<file path="src/rtl/led_ctrl_pkg.sv">
// led_ctrl_pkg: shared types and register-map constants
// for the memory-mapped LED PWM/blink controller.
package led_ctrl_pkg;

    typedef enum logic [1:0] {
        LED_OFF   = 2'd0,
        LED_ON    = 2'd1,
        LED_PWM   = 2'd2,
        LED_BLINK = 2'd3
    } led_mode_e;

    localparam int ADDR_CTRL     = 0;
    localparam int ADDR_PRESCALE = 1;
    localparam int ADDR_CH_BASE  = 4;

    localparam int CFG_MODE_LSB = 0;
    localparam int CFG_MODE_W   = 2;
    localparam int CFG_DUTY_LSB = 2;
    localparam int CFG_HALF_LSB = 16;
    localparam int CFG_HALF_W   = 16;

endpackage

</file>
<file path="src/rtl/led_channel.sv">
// led_channel: one LED's config registers, duty shadow,
// blink frame counter/phase and registered output.
module led_channel
    import led_ctrl_pkg::*;
#(
    parameter int PWM_BITS = 8
) (
    input  logic                  clk,
    input  logic                  reset,
    input  logic                  enable,
    input  logic                  tick,
    input  logic                  frame_end,
    input  logic [PWM_BITS-1:0]   pwm_cnt,
    input  logic                  cfg_we,
    input  logic [CFG_MODE_W-1:0] mode_in,
    input  logic [PWM_BITS-1:0]   duty_in,
    input  logic [CFG_HALF_W-1:0] half_in,
    output logic [31:0]           cfg,
    output logic                  led
);

    led_mode_e             mode;
    logic [PWM_BITS-1:0]   duty;
    logic [PWM_BITS-1:0]   shadow;
    logic [CFG_HALF_W-1:0] half;
    logic [CFG_HALF_W-1:0] fcnt;
    logic [CFG_HALF_W-1:0] hp_m1;
    logic                  phase;
    logic                  frame_adv;
    logic                  led_d;

    assign frame_adv = tick & frame_end;
    assign hp_m1     = (half == '0) ? '0 : half - 1'b1;

    // Configuration registers written from the bus
    always_ff @(posedge clk) begin
        if (!reset) begin
            mode <= LED_OFF;
            duty <= '0;
            half <= '0;
        end else if (cfg_we) begin
            mode <= led_mode_e'(mode_in);
            duty <= duty_in;
            half <= half_in;
        end
    end

    // Duty shadow: follows duty while idle, else only at frame boundaries
    always_ff @(posedge clk) begin
        if (!reset) begin
            shadow <= '0;
        end else if (!enable || frame_adv) begin
            shadow <= duty;
        end
    end

    // Blink frame counter and phase toggle
    always_ff @(posedge clk) begin
        if (!reset || !enable || cfg_we) begin
            fcnt  <= '0;
            phase <= 1'b0;
        end else if (frame_adv) begin
            if (fcnt >= hp_m1) begin
                fcnt  <= '0;
                phase <= ~phase;
            end else begin
                fcnt <= fcnt + 1'b1;
            end
        end
    end

    // Next LED value from mode
    always_comb begin
        led_d = 1'b0;
        if (enable) begin
            unique case (mode)
                LED_OFF:   led_d = 1'b0;
                LED_ON:    led_d = 1'b1;
                LED_PWM:   led_d = (pwm_cnt < shadow);
                LED_BLINK: led_d = phase;
            endcase
        end
    end

    // Registered LED drive
    always_ff @(posedge clk) begin
        if (!reset) begin
            led <= 1'b0;
        end else begin
            led <= led_d;
        end
    end

    // Read-back word, unused bits zero
    always_comb begin
        cfg = '0;
        cfg[CFG_MODE_LSB +: CFG_MODE_W] = mode;
        cfg[CFG_DUTY_LSB +: PWM_BITS]   = duty;
        cfg[CFG_HALF_LSB +: CFG_HALF_W] = half;
    end

endmodule

</file>
<file path="src/rtl/led_pwm_ctrl.sv">
// led_pwm_ctrl: register decode, shared prescaler and PWM
// frame counter, read mux and per-LED channel instances.
module led_pwm_ctrl
    import led_ctrl_pkg::*;
#(
    parameter int NUM_LEDS   = 4,
    parameter int PWM_BITS   = 8,
    parameter int PRESCALE_W = 16,
    parameter int ADDR_W     = 4
) (
    input  logic                clk,
    input  logic                reset,
    input  logic [ADDR_W-1:0]   addr,
    input  logic                we,
    input  logic [31:0]         wdata,
    input  logic                re,
    output logic [31:0]         rdata,
    output logic [NUM_LEDS-1:0] led
);

    logic                  en;
    logic [PRESCALE_W-1:0] prescale;
    logic [PRESCALE_W-1:0] pre_cnt;
    logic [PWM_BITS-1:0]   pwm_cnt;
    logic                  tick;
    logic                  frame_end;
    logic                  ctrl_we;
    logic                  pre_we;
    logic [NUM_LEDS-1:0]   cfg_we;
    logic [31:0]           cfg [NUM_LEDS];
    logic [31:0]           rd_mux;

    assign ctrl_we   = we && (addr == ADDR_W'(ADDR_CTRL));
    assign pre_we    = we && (addr == ADDR_W'(ADDR_PRESCALE));
    assign tick      = en && (pre_cnt == prescale);
    assign frame_end = tick && (&pwm_cnt);

    // CTRL and PRESCALE registers
    always_ff @(posedge clk) begin
        if (!reset) begin
            en       <= 1'b0;
            prescale <= '0;
        end else begin
            if (ctrl_we) en <= wdata[0];
            if (pre_we)  prescale <= wdata[PRESCALE_W-1:0];
        end
    end

    // Prescaler: counts 0..prescale, cleared on PRESCALE write
    always_ff @(posedge clk) begin
        if (!reset || !en || pre_we || tick) begin
            pre_cnt <= '0;
        end else begin
            pre_cnt <= pre_cnt + 1'b1;
        end
    end

    // PWM frame counter, wraps naturally
    always_ff @(posedge clk) begin
        if (!reset || !en) begin
            pwm_cnt <= '0;
        end else if (tick) begin
            pwm_cnt <= pwm_cnt + 1'b1;
        end
    end

    for (genvar i = 0; i < NUM_LEDS; i++) begin : g_ch
        assign cfg_we[i] = we && (addr == ADDR_W'(ADDR_CH_BASE + i));

        led_channel #(
            .PWM_BITS (PWM_BITS)
        ) u_ch (
            .clk       (clk),
            .reset     (reset),
            .enable    (en),
            .tick      (tick),
            .frame_end (frame_end),
            .pwm_cnt   (pwm_cnt),
            .cfg_we    (cfg_we[i]),
            .mode_in   (wdata[CFG_MODE_LSB +: CFG_MODE_W]),
            .duty_in   (wdata[CFG_DUTY_LSB +: PWM_BITS]),
            .half_in   (wdata[CFG_HALF_LSB +: CFG_HALF_W]),
            .cfg       (cfg[i]),
            .led       (led[i])
        );
    end

    // Read mux; unmapped addresses return zero
    always_comb begin
        rd_mux = '0;
        if (addr == ADDR_W'(ADDR_CTRL)) begin
            rd_mux = {31'b0, en};
        end else if (addr == ADDR_W'(ADDR_PRESCALE)) begin
            rd_mux = 32'(prescale);
        end else begin
            for (int i = 0; i < NUM_LEDS; i++) begin
                if (addr == ADDR_W'(ADDR_CH_BASE + i)) rd_mux = cfg[i];
            end
        end
    end

    // Registered read data, held between reads
    always_ff @(posedge clk) begin
        if (!reset) begin
            rdata <= '0;
        end else if (re) begin
            rdata <= rd_mux;
        end
    end

endmodule

</file>
<file path="config.mk">
export PLATFORM = sky130hd
export DESIGN_NAME = led_pwm_ctrl
export DESIGN_NICKNAME = d
export VERILOG_FILES = /design/src/rtl/led_ctrl_pkg.sv /design/src/rtl/led_channel.sv /design/src/rtl/led_pwm_ctrl.sv
export SDC_FILE = /design/constraint.sdc
export NUM_CORES = 1
export LEC_CHECK = 0
export CAP_MARGIN = 10
export CORE_MARGIN = 2
export CORE_UTILIZATION = 50
export CTS_CLUSTER_DIAMETER = 200
export CTS_CLUSTER_SIZE = 28
export DETAILED_ROUTE_END_ITERATION = 16
export GPL_TIMING_DRIVEN = 0
export PLACE_DENSITY = 0.81
export SYNTH_ARGS = -nofsm -noshare
export SYNTH_HDL_FRONTEND = slang
export SYNTH_HIERARCHICAL = 1
export SYNTH_SLANG_ARGS = --single-unit
</file>
<file path="constraint.sdc">
create_clock -name clk -period 3.6 [get_ports clk]
set_clock_uncertainty 0.05 [all_clocks]
set_input_delay 0.36 -clock clk [delete_from_list [all_inputs] [get_ports clk]]
set_output_delay 0.36 -clock clk [all_outputs]
set_load 0.1 [all_outputs]
</file>
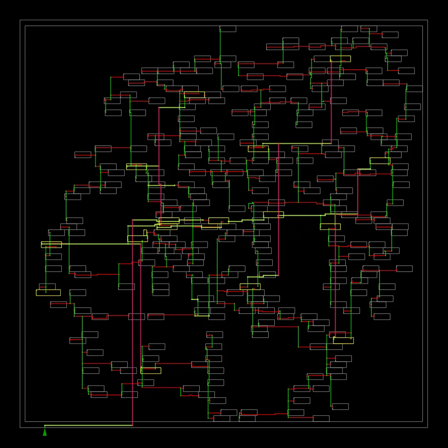
**Above:** run 1 (clock nets).
Latency at later pin: 0.52 ns
Num CTS Buffers: 14

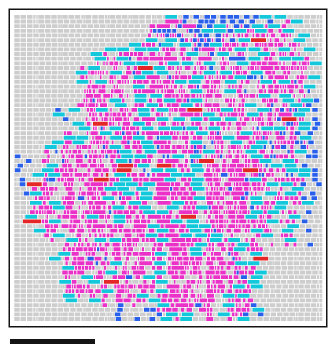
**Above:** run 1 (cells coloured by class).
Scale bar: 50 µm. Fill, decap, tap and diode cells in grey.
clock drivers and dummy loads: drawn in red, cells 17, share of their area 2.3%. combinational and other logic: drawn in magenta, cells 1443, share of their area 58%. flops: drawn in cyan, cells 281, share of their area 32%. other buffers and delay cells: drawn in blue, cells 184, share of their area 7.8%.

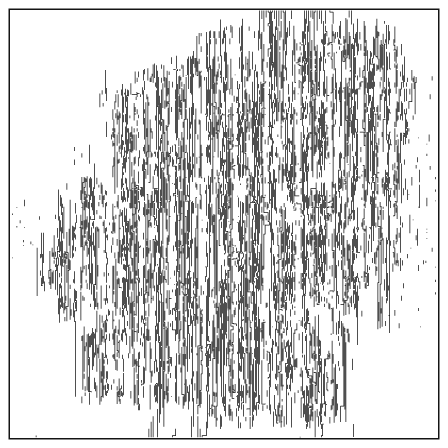
**Above:** run 1 (M2 wires).
The layer carries 19600 µm of wire. The wires run mostly vertical. 1730 nets have wire on it.
WL final: 42.23 mm
DR vias: 13290
routing usage on met2: 41.60%

-- run 1: sequential cells by signal, indices dropped and copies added (netlist names) --
name / flops
g_ch.u_ch/phase: 4
g_ch.u_ch/mode: 8
g_ch.u_ch/shadow: 32
en: 1
g_ch.u_ch/led: 4
g_ch.u_ch/fcnt: 64
g_ch.u_ch/duty: 32
rdata: 32
g_ch.u_ch/half: 64
pre_cnt: 16
pwm_cnt: 8
prescale: 16
-- run 1: power by group through the flow --
stage               clock network [W]  logic, W  registers (W)
floorplan                           0  0.000553        0.00324
global placement                    0  0.000763        0.00323
detailed placement                  0  0.000790        0.00323
CTS                           0.00185  0.000805        0.00316
global route                  0.00195  0.000932        0.00316
finish                        0.00183  0.000849        0.00316
-- run 1: path summary, 6_finish.rpt --
| path | startpoint | to | slack (ns) | depth (start not counted) |
|---|---|---|---|---|
| min reg2reg | rdata[3] | rdata[3] | 0.41 | 2 |
| min | wdata[13] | prescale[13] | 0.36 | 3 |
| max reg2reg | pre_cnt[11] | g_ch[2].u_ch/fcnt[9] | 0.1 | 10 |
| max | pre_cnt[11] | g_ch[2].u_ch/fcnt[9] | 0.1 | 10 |
-- run 1: metrics by stage --
step	hold slack [ns]	total power (W)
3_5_place_dp	0.3950	0.004020
4_1_cts	0.3572	0.005812
2_1_floorplan	0.3907	0.003792
3_3_place_gp	0.3892	0.003992
5_1_grt	0.3754	0.006042
6_report	0.3605	0.005839
-- run 1: layer usage --
metal	routed length, µm	GRT usage [%]	up-vias
met1	18590	32.98	6328
met5	0	0	-
met4	1369	8.000	0
met3	2635	2.910	80
met2	19640	41.60	410
li1	-	-	6472
-- run 1: logic make-up (layout without fill, tap and decap cells) --
group,after synthesis,in the layout
simple gates,736,736
flops,281,281
compound gates,229,229
buf+inv,173,270
mux,147,147
xor+xnor,132,132
fa+ha+maj,106,106
other cells,4,24
-- run 1: layout by cell type (no fill, tap or decap), drive strengths merged, types with 48 or more instances in the layout --
cell           netlist  routed
ha                 106     106
nor2                83      83
inv                 69      69
a21boi              66      66
nor2b              109     109
xor2                94      94
mux2i              115     115
o21ai               53      53
buf                 56      61
dfxtp              281     281
nor3                70      70
clkbuf              48      64
nand2              232     232
a21oi               48      48
nand3               81      81
clkdlybuf4s50        0      75
-- run 1: worst max-delay path, cell delays in order (launching register included) --
cell and delay (ns):
dfxtp_1 0.44, xnor2_1 0.17, nand4_1 0.19, nor4_4 0.43, and2_4 0.33, and4_2 0.46
nand2_1 0.24, or3_1 0.44, o21ai_2 0.31, buf_6 0.20, nor3_1 0.06
-- run 1: what timing repair did --
item / CTS / global route
gates resized: 10 / 12
pin swaps: 1 / 3
setup endpoints to repair: 94 / 44
buffers inserted: 1 / 3
-- run 1: layout make-up --
| class | instances | area (µm²) |
|---|---|---|
| Multi-Input combinational cell | 1374 | 10080 |
| Tap cell | 442 | 553.0 |
| Sequential cell | 281 | 5627 |
| Fill cell | 2809 | 14060 |
| Buffer | 104 | 569.3 |
| Clock inverter | 1 | 30.03 |
| Clock buffer | 16 | 379.1 |
| Timing Repair Buffer | 80 | 808.3 |
| Inverter | 69 | 259.0 |
==> run_results.csv, run 1 <==
group,metric,value,unit
timing,fin_ws,0.09517,ns
synth,ys_top_logic_family,"simple AND/OR/NAND/NOR gates",
layout,area_growth,11.91,%
timing,fin_setup_tns,0,ns
timing,slew_headroom,33.68,%
layout,stdcell_count,2367,
synth,syn_area,16360,µm²
timing,min_period_over_period,97.36,%
drt,dr.pass1.iters,5,
pwr,p_sw,0.001561,W
synth,synth.top_cell.area_share,34.38,%
synth,ys_sh_simple,24.65,%
synth,top_cells_by_area,"dfxtp_1, ha_1, mux2i_1, nand2_1, xor2_1",
synth,synth_cell_types,69,
floorplanning,io_pins,76,
timing,layout_min_cycle_time,3.505,ns
setup_path,crit_path_end_kind,"register",
timing,clock.fmax,0.2853,GHz
synth,synthMuxAreaShare,11.44,%
placed_design,gp_congestion,0.9063,
grt,antenna_found_initial,0,
setup_path,criticalPathCategory,"register to register",
synth,yosysChipArea,16360,µm²
clock_tree,clk_root_buffer_cell,"clkbuf_16",
timing,tightest_slew,0.9917,ns
synth,ys_ff,281,
synth,ys_cells,1808,
grt,gr-total-overflow,0,
pwr,power_frac_clock,31.3,%
setup_path,critPathMaxFanout,10,
pwr,swShare,26.74,%
synth,netlist_instances,1808,
grt,grt_pass1_wl,67.70,mm
drt,viasPerCell,5.615,
floorplanning,fp_util,50.54,%
clock_tree,clock_path_buffers,3,
floorplanning,die_x,184.9,µm
pwr,power_leakage,6.413,nW
layout,final_util,56.56,%
drt,routedWlPerCell,17.84,µm
clock_tree,clkTransAtPathRegs,0.11,ns
synth,synthTopCellsByCount,"dfxtp_1, nand2_1, mux2i_1",
grt,grt_usage,24.69,%
run_status,status,"complete, no violations",
placed_design,placed_area,17740,µm²
layout,fin_nets,2070,
synth,synth_top_cell_by_area,"dfxtp_1",
placed_design,pre_cts_slack,-0.5381,ns
pwr,combPwrFrac,14.5,%
drt,drt_iter0_markers,962,
job,warnings,30,
timing,setup_viol,0,
layout,design_area,18310,µm²
layout,antennaDiodeCount,0,
clock_tree,cts_sinks,281,
synth,synthAoiAreaFrac,9.124,%
synth,ys_seq_share,34.38,%
synth,synthXorXnorAreaFrac,7.158,%
synth,ff_type,"dfxtp_1",
synth,edf_count,0,
clock_tree,hold_buffers,0,
floorplanning,chip_area,34180,µm²
clock_tree,htree_levels,1,
timing,hold_viol_final,0,
pwr,p_seq_share,54.1,%
worst_hold_path,hp-class,"input port to register",
floorplanning,die_h,184.9,µm
placed_design,dpl.hpwl,32.99,mm
pwr,p_per_area,318.9,nW/µm²
timing,slew_violations,0,
setup_path,cp_data_required_time,3.89,ns
placed_design,numPortBuffers,75,
pwr,p_int,0.004278,W
synth,fa_ha_area_share,8.106,%
setup_path,worstPathArrival,3.79,ns
setup_path,start_kind,"register",
grt,grt_max_degree,30,
synth,synthArstFlopShare,0,%
drt,ant_nets,0,
job,drv_cap,0,
synth,yosys.cell_count.top_type,"dfxtp_1",
synth,syn_area_per_cell,9.049,µm²
pwr,peakVddDrop,0.0003043,V
layout,drive_gt1_share,9.506,%
placed_design,dp_cells,2345,
clock_tree,cts_tree,"built",
grt,grt_pass1_vias,12920,
floorplanning,core-area,32370,µm²
floorplanning,rows,66,
synth,yosysWarnings,6,
drt,drcViolationCount,0,
==> run 2: changes to the inputs <==
--- a/config.mk
+++ b/config.mk
@@ -17,3 +17,4 @@
 export SYNTH_HDL_FRONTEND = slang
 export SYNTH_HIERARCHICAL = 1
 export SYNTH_SLANG_ARGS = --single-unit
+export TNS_END_PERCENT = 100
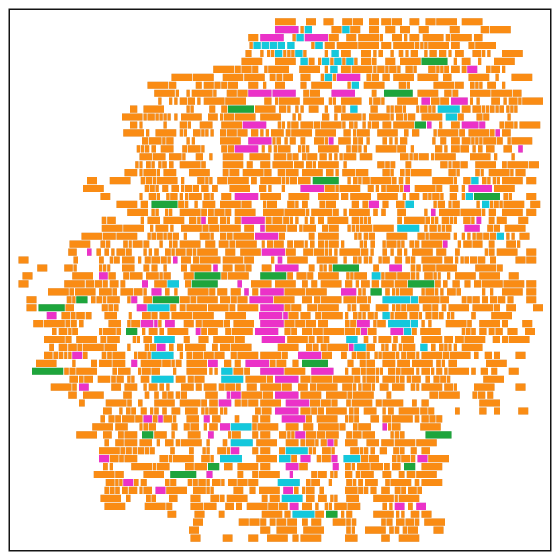
**Above:** run 2 (drive-strength map).
_2 cells: drawn in magenta, cells 104, share 5.4%. _3 and _4 cells: drawn in cyan, cells 54, share 2.8%. _0 and _1 cells: drawn in orange, cells 1742, share 90%. _6 and larger: drawn in green, cells 25, share 1.3%.
Non-clk bufs: 184
Area Overhead vs Synth: 11.91%
worst setup margin: 0.09517 ns
Final Instance Area: 18310 µm²

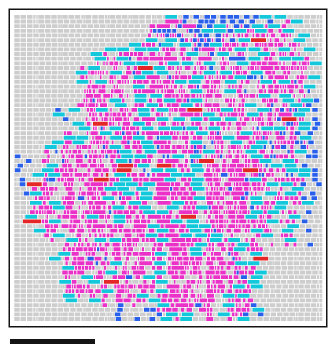
**Above:** run 2 (cells coloured by class).
Scale bar: 50 µm. Fill, decap, tap and diode cells in grey.
clock drivers and dummy loads: drawn in red, cells 17, share of their area 2.3%. other buffers and delay cells: drawn in blue, cells 184, share of their area 7.8%. flops: drawn in cyan, cells 281, share of their area 32%. combinational and other logic: drawn in magenta, cells 1443, share of their area 58%.

==> run 2 against run 1 <==
Effect of this change: final cell count stayed put; die size stayed put; count of clock-buffer cells in the layout stayed put; global-route usage stayed put; largest power group unchanged; register-to-register slack hardly changed; critical path type unchanged.
==> run_results.csv, run 2 <==
group,metric,value,unit
run_status,status,"complete, no violations",
setup_path,start_kind,"register",
synth,syn_area,16360,µm²
clock_tree,clkTransAtPathRegs,0.11,ns
synth,top_cells_by_area,"dfxtp_1, ha_1, mux2i_1, nand2_1, xor2_1",
job,drv_cap,0,
layout,lay_top_count,"dfxtp_1",
drt,drt_iter0_markers,962,
grt,grt_pass1_vias,12920,
drt,drcViolationCount,0,
setup_path,criticalPathCategory,"register to register",
setup_path,critPathMaxStageDelay,0.46,ns
job,warnings,30,
drt,ant_nets,0,
synth,ys_cells,1808,
grt,grt_usage,24.69,%
synth,edf_count,0,
clock_tree,cts_sinks,281,
floorplanning,core-area,32370,µm²
synth,synthArstFlopShare,0,%
grt,grt_pass1_wl,67.70,mm
timing,slew_headroom,33.68,%
grt,antenna_found_initial,0,
synth,synth.top_cell.area_share,34.38,%
synth,synth_top_cell_by_area,"dfxtp_1",
placed_design,dpl.hpwl,32.99,mm
timing,tightest_slew,0.9917,ns
clock_tree,htree_levels,1,
floorplanning,io_pins,76,
grt,busiest_layer,"met2",
synth,yosys.cell_count.top_type,"dfxtp_1",
floorplanning,rows,66,
layout,final_util,56.56,%
grt,grtUsageMet3,2.910,%
clock_tree,hold_buffers,0,
clock_tree,clock_path_buffers,3,
setup_path,critPathMaxFanout,10,
synth,synth_cell_types,69,
timing,slew_violations,0,
setup_path,crit_path_end_kind,"register",
pwr,peakVddDrop,0.0003043,V
layout,fin_nets,2070,
synth,ys_seq_share,34.38,%
grt,gr-total-overflow,0,
synth,yosysWarnings,6,
synth,syn_area_per_cell,9.049,µm²
drt,wirelength,42.23,mm
floorplanning,chip_area,34180,µm²
synth,netlist_instances,1808,
synth,synthTopCellsByCount,"dfxtp_1, nand2_1, mux2i_1",
layout,largest_registers,"g_ch.u_ch/fcnt: 64 flops, g_ch.u_ch/half: 64 flops",
floorplanning,fp_util,50.54,%
clock_tree,cts_tree,"built",
drt,dr.pass1.iters,5,
synth,ff_type,"dfxtp_1",
drt,vias,13290,
timing,hold_ws,0.3605,ns
drt,routedWlPerCell,17.84,µm
pwr,p_per_area,318.9,nW/µm²
clock_tree,cts_inserted_buffers,14,
clock_tree,clock_latency,0.52,ns
timing,clock.fmax,0.2853,GHz
layout,drive_gt1_share,9.506,%
setup_path,crit_chain,"xnor2_1, nand4_1, nor4_4, and2_4, and4_2, nand2_1, or3_1, o21ai_2, buf_6, nor3_1",
layout,layout_top_cells,"dfxtp_1, nand2_1, mux2i_1",
grt,global_route.usage.met2,41.60,%
timing,hold_viol_final,0,
placed_design,pre_cts_slack,-0.5381,ns
clock_tree,clk_root_buffer_cell,"clkbuf_16",
timing,min_period_over_period,97.36,%
pwr,power_leakage,6.413,nW
setup_path,cp_data_required_time,3.89,ns
grt,grt_max_degree,30,
synth,yosysChipArea,16360,µm²
timing,fin_setup_tns,0,ns
placed_design,gp_congestion,0.9063,
placed_design,numPortBuffers,75,
floorplanning,die_x,184.9,µm
layout,antennaDiodeCount,0,
drt,viasPerCell,5.615,
floorplanning,die_h,184.9,µm
timing,layout_min_cycle_time,3.505,ns
timing,setup_viol,0,
setup_path,cp_slowest_cell,"and4_2",
grt,use_met1,32.98,%
worst_hold_path,hp-class,"input port to register",
synth,ys_ff,281,
setup_path,worstPathArrival,3.79,ns
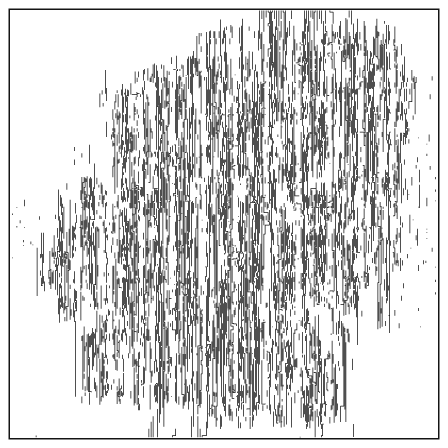
**Above:** run 2 (M2 wires).
The longest straight run is 58.5 µm. The layer holds 47% of the routed length.

-- run 2: worst paths after layout --
check / slack [ns] / from / to / cells past startpoint
setup / recovery: 0.1 / pre_cnt[11] / g_ch[2].u_ch/fcnt[9] / 10
hold reg to reg: 0.41 / rdata[3] / rdata[3] / 2
hold / removal: 0.36 / wdata[13] / prescale[13] / 3
setup reg to reg: 0.1 / pre_cnt[11] / g_ch[2].u_ch/fcnt[9] / 10
-- run 2: cells by family (layout without fill, tap and decap cells) --
kind of cell | after synthesis | count (layout) | synth area share, %
simple gates | 736 | 736 | 24.65
flops | 281 | 281 | 34.38
compound gates | 229 | 229 | 9.124
buf+inv | 173 | 270 | 5.047
mux | 147 | 147 | 11.44
xor+xnor | 132 | 132 | 7.158
fa+ha+maj | 106 | 106 | 8.106
other cells | 4 | 24 | 0.09174
-- run 2: what timing repair did --
action,4_1_cts,5_1_grt
buffers inserted,1,3
setup endpoints to repair,94,44
resized,10,12
pin swaps,1,3
endpoints found under the hold margin,0,0
-- run 2: per-layer routing --
layer	up-vias	part of all wire [%]	wire, µm
li1	6472	-	-
met1	6328	44	18590
met2	410	47	19640
met3	80	6.2	2635
met4	0	3.2	1369
met5	-	0	0
-- run 2: where the power goes --
part           leakage (nW)  switching, W  total (W)  internal (W)
clock network         0.197       0.00106    0.00183      0.000774
registers              2.27     0.0000307    0.00316       0.00313
logic                  3.95      0.000475   0.000849      0.000374
-- run 2: critical path: cells and delay by family, from the launching register on --
kind | cells | cell delay [ns]
AND/OR/NAND/NOR | 7 | 2.15
flip-flops | 1 | 0.44
AND-OR/OR-AND | 1 | 0.31
buffers and inverters | 1 | 0.20
XOR/XNOR | 1 | 0.17
-- run 2: layout make-up --
type | instances | area, µm²
clock buffers | 16 | 379.1
flip-flops and latches | 281 | 5627
repair buffers | 80 | 808.3
multi-input cells | 1374 | 10080
clock inverters | 1 | 30.03
fillers | 2809 | 14060
plain buffers | 104 | 569.3
inverters | 69 | 259.0
well taps | 442 | 553.0
-- run 2: metrics by stage --
stage          power [W]  area, µm²  std cells
6_report        0.005839      18310       2367
3_3_place_gp    0.003992      17740       2345
4_1_cts         0.005812      18200       2363
2_1_floorplan   0.003792      16440       1828
5_1_grt         0.006042      18310       2367
3_5_place_dp    0.004020      17740       2345
==> run 3: changes to the inputs <==
==> constraint.sdc (replaced) <==
create_clock -name clk -period 3.6 [get_ports clk]
set_clock_uncertainty 0.05 [all_clocks]
set_input_delay 0.54 -clock clk [delete_from_list [all_inputs] [get_ports clk]]
set_output_delay 0.54 -clock clk [all_outputs]
set_load 0.1 [all_outputs]
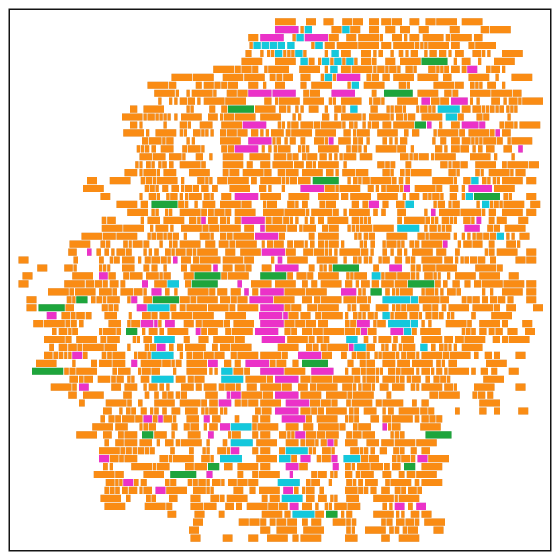
**Above:** run 3 (drive-strength map).
_0 and _1 cells: drawn in orange, cells 1742, share 90%. _2 cells: drawn in magenta, cells 104, share 5.4%. _3 and _4 cells: drawn in cyan, cells 54, share 2.8%. _6 and larger: drawn in green, cells 25, share 1.3%.

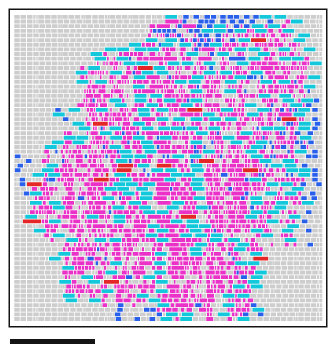
**Above:** run 3 (cells coloured by class).
Scale bar: 50 µm. Fill, decap, tap and diode cells in grey.
core area: 32370 µm²
fin util: 56.56%

==> run 3 against run 2 <==
Effect of this change: first-iteration DRC count is the same; routed wire length is the same; design area is the same; via count is the same; hold slack gained 0.051 ns; flip-flop count is the same; register-to-register slack is essentially flat; die size is the same; setup slack is the same; total power is the same; critical endpoint unchanged; largest power group unchanged.
==> run_results.csv, run 3 <==
group,metric,value,unit
run_status,status,"complete, no violations",
job,warnings,30,
synth,ff_type,"dfxtp_1",
placed_design,numPortBuffers,75,
floorplanning,fp_util,50.54,%
setup_path,cp_slowest_cell,"and4_2",
synth,synth.top_cell.area_share,34.38,%
synth,yosysWarnings,6,
synth,yosysChipArea,16360,µm²
setup_path,reg2reg_from,"pre_cnt[11]",
drt,drt_iter0_markers,962,
layout,fin_nets,2070,
grt,grt_pass1_vias,12920,
layout,lay_top_count,"dfxtp_1",
grt,grt_max_degree,30,
clock_tree,clkTransAtPathRegs,0.11,ns
drt,routedWlPerCell,17.84,µm
grt,antenna_found_initial,0,
timing,tightest_slew,0.9917,ns
setup_path,crit_chain,"xnor2_1, nand4_1, nor4_4, and2_4, and4_2, nand2_1, or3_1, o21ai_2, buf_6, nor3_1",
layout,layout_top_cells,"dfxtp_1, nand2_1, mux2i_1",
worst_hold_path,hp-class,"register to register",
synth,ys_cells,1808,
synth,top_cells_by_area,"dfxtp_1, ha_1, mux2i_1, nand2_1, xor2_1",
grt,gr-total-overflow,0,
synth,synthTopCellsByCount,"dfxtp_1, nand2_1, mux2i_1",
timing,min_period_over_period,97.36,%
layout,antennaDiodeCount,0,
pwr,peakVddDrop,0.0003043,V
clock_tree,cts_inserted_buffers,14,
floorplanning,chip_area,34180,µm²
placed_design,dpl.hpwl,32.99,mm
setup_path,worstPathArrival,3.79,ns
setup_path,ff2ff_setup_slack,0.1,ns
layout,largest_registers,"g_ch.u_ch/fcnt: 64 flops, g_ch.u_ch/half: 64 flops",
setup_path,worstReg2RegEnd,"g_ch[2].u_ch/fcnt[9]",
synth,ys_seq_share,34.38,%
synth,syn_area_per_cell,9.049,µm²
pwr,power_leakage,6.413,nW
setup_path,cp.depth,10,
setup_path,critPathBufInv,1,
floorplanning,die_x,184.9,µm
setup_path,reg2regPathDepth,10,
clock_tree,clock_path_buffers,3,
setup_path,critPathMaxStageDelay,0.46,ns
synth,synth_cell_types,69,
synth,ys_ff,281,
worst_hold_path,min_to,"rdata[3]",
setup_path,cp_data_required_time,3.89,ns
timing,slew_headroom,33.68,%
timing,hold_viol_final,0,
synth,syn_area,16360,µm²
timing,clock.fmax,0.2853,GHz
drt,drcViolationCount,0,
drt,wirelength,42.23,mm
drt,vias,13290,
setup_path,criticalPathCategory,"register to register",
clock_tree,hold_buffers,0,
placed_design,gp_congestion,0.9063,
drt,viasPerCell,5.615,
worst_hold_path,min_from,"rdata[3]",
synth,edf_count,0,
floorplanning,io_pins,76,
timing,hold_ws,0.4113,ns
synth,synthArstFlopShare,0,%
clock_tree,htree_levels,1,
timing,slew_violations,0,
floorplanning,die_h,184.9,µm
clock_tree,clock_latency,0.52,ns
layout,fillCellCount,2809,
synth,yosys.cell_count.top_type,"dfxtp_1",
layout,drive_gt1_share,9.506,%
timing,setup_viol,0,
pwr,p_per_area,318.9,nW/µm²
drt,ant_nets,0,
synth,netlist_instances,1808,
grt,grt_usage,24.69,%
setup_path,start_kind,"register",
grt,grt_pass1_wl,67.70,mm
synth,synth_top_cell_by_area,"dfxtp_1",
drt,dr.pass1.iters,5,
clock_tree,cts_tree,"built",
setup_path,path_delay_family,"simple AND/OR/NAND/NOR gates",
layout,area_growth,11.91,%
floorplanning,rows,66,
timing,layout_min_cycle_time,3.505,ns
setup_path,critPathMaxFanout,10,
worst_hold_path,hold_depth,2,
job,drv_cap,0,
setup_path,crit_path_end_kind,"register",
clock_tree,cts_sinks,281,
clock_tree,clk_root_buffer_cell,"clkbuf_16",
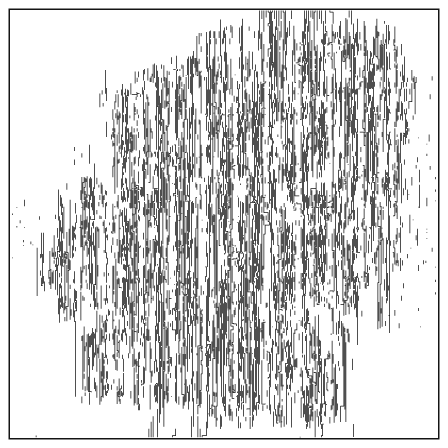
**Above:** run 3 (M2 wires).

-- run 3: timing repair --
action,in CTS,in global routing
buffers inserted,1,3
resized,10,12
pin swaps,1,3
endpoints found under the setup margin,94,44
cloned,0,0
-- run 3: how the worst max path moves through the flow --
stage | slack, ns | startpoint | to
after floorplan | 0.07 | g_ch[1].u_ch/half[4] | g_ch[1].u_ch/fcnt[10]
after global placement | -0.47 | pre_cnt[11] | g_ch[0].u_ch/fcnt[10]
after detailed placement | -0.54 | pre_cnt[11] | g_ch[0].u_ch/fcnt[5]
after CTS | 0.02 | g_ch[1].u_ch/half[4] | g_ch[1].u_ch/fcnt[13]
after global routing | -0.008 | g_ch[1].u_ch/half[5] | g_ch[1].u_ch/fcnt[9]
final | 0.1 | pre_cnt[11] | g_ch[2].u_ch/fcnt[9]
-- run 3: layer usage --
layer / vias up / wire (µm) / GRT usage [%]
met4: 0 / 1369 / 8.000
met1: 6328 / 18590 / 32.98
met5: - / 0 / 0
li1: 6472 / - / -
met2: 410 / 19640 / 41.60
met3: 80 / 2635 / 2.910
-- run 3: worst register-to-register path, stage by stage, from the launching register on --
cell     delay, ns
dfxtp_1       0.44
xnor2_1       0.17
nand4_1       0.19
nor4_4        0.43
and2_4        0.33
and4_2        0.46
nand2_1       0.24
or3_1         0.44
o21ai_2       0.31
buf_6         0.20
nor3_1        0.06
-- run 3: logic make-up (layout without fill, tap and decap cells) --
group | count (synthesis) | in the layout | synth area share, %
xor+xnor | 132 | 132 | 7.158
buf+inv | 173 | 270 | 5.047
other cells | 4 | 24 | 0.09174
mux | 147 | 147 | 11.44
fa+ha+maj | 106 | 106 | 8.106
flops | 281 | 281 | 34.38
simple gates | 736 | 736 | 24.65
compound gates | 229 | 229 | 9.124
-- run 3: stage by stage --
stage	TNS (ns)	area, µm²	setup slack, ns	total power (W)	instances
after floorplan	0	16440	0.06598	0.003792	1828
after global placement	-30.66	17740	-0.4747	0.003992	2345
after detailed placement	-39.89	17740	-0.5381	0.004020	2345
after CTS	0	18200	0.02458	0.005812	2363
after global routing	-0.02644	18310	-0.007899	0.006042	2367
final	0	18310	0.09517	0.005839	2367
-- run 3: layout make-up --
cell class / count / area, µm² / area share [%]
multi-input cells: 1374 / 10080 / 55.07
repair buffers: 80 / 808.3 / 4.415
clock inverters: 1 / 30.03 / 0.1640
well taps: 442 / 553.0 / 3.021
clock buffers: 16 / 379.1 / 2.071
inverters: 69 / 259.0 / 1.415
flip-flops and latches: 281 / 5627 / 30.73
plain buffers: 104 / 569.3 / 3.109
-- run 3: power breakdown --
| part | internal, W | switching [W] |
|---|---|---|
| registers | 0.00313 | 0.0000307 |
| clock network | 0.000774 | 0.00106 |
| logic | 0.000374 | 0.000475 |
| total | 0.00428 | 0.00156 |
No activity file was given, so power comes from the tool's default toggle rates.
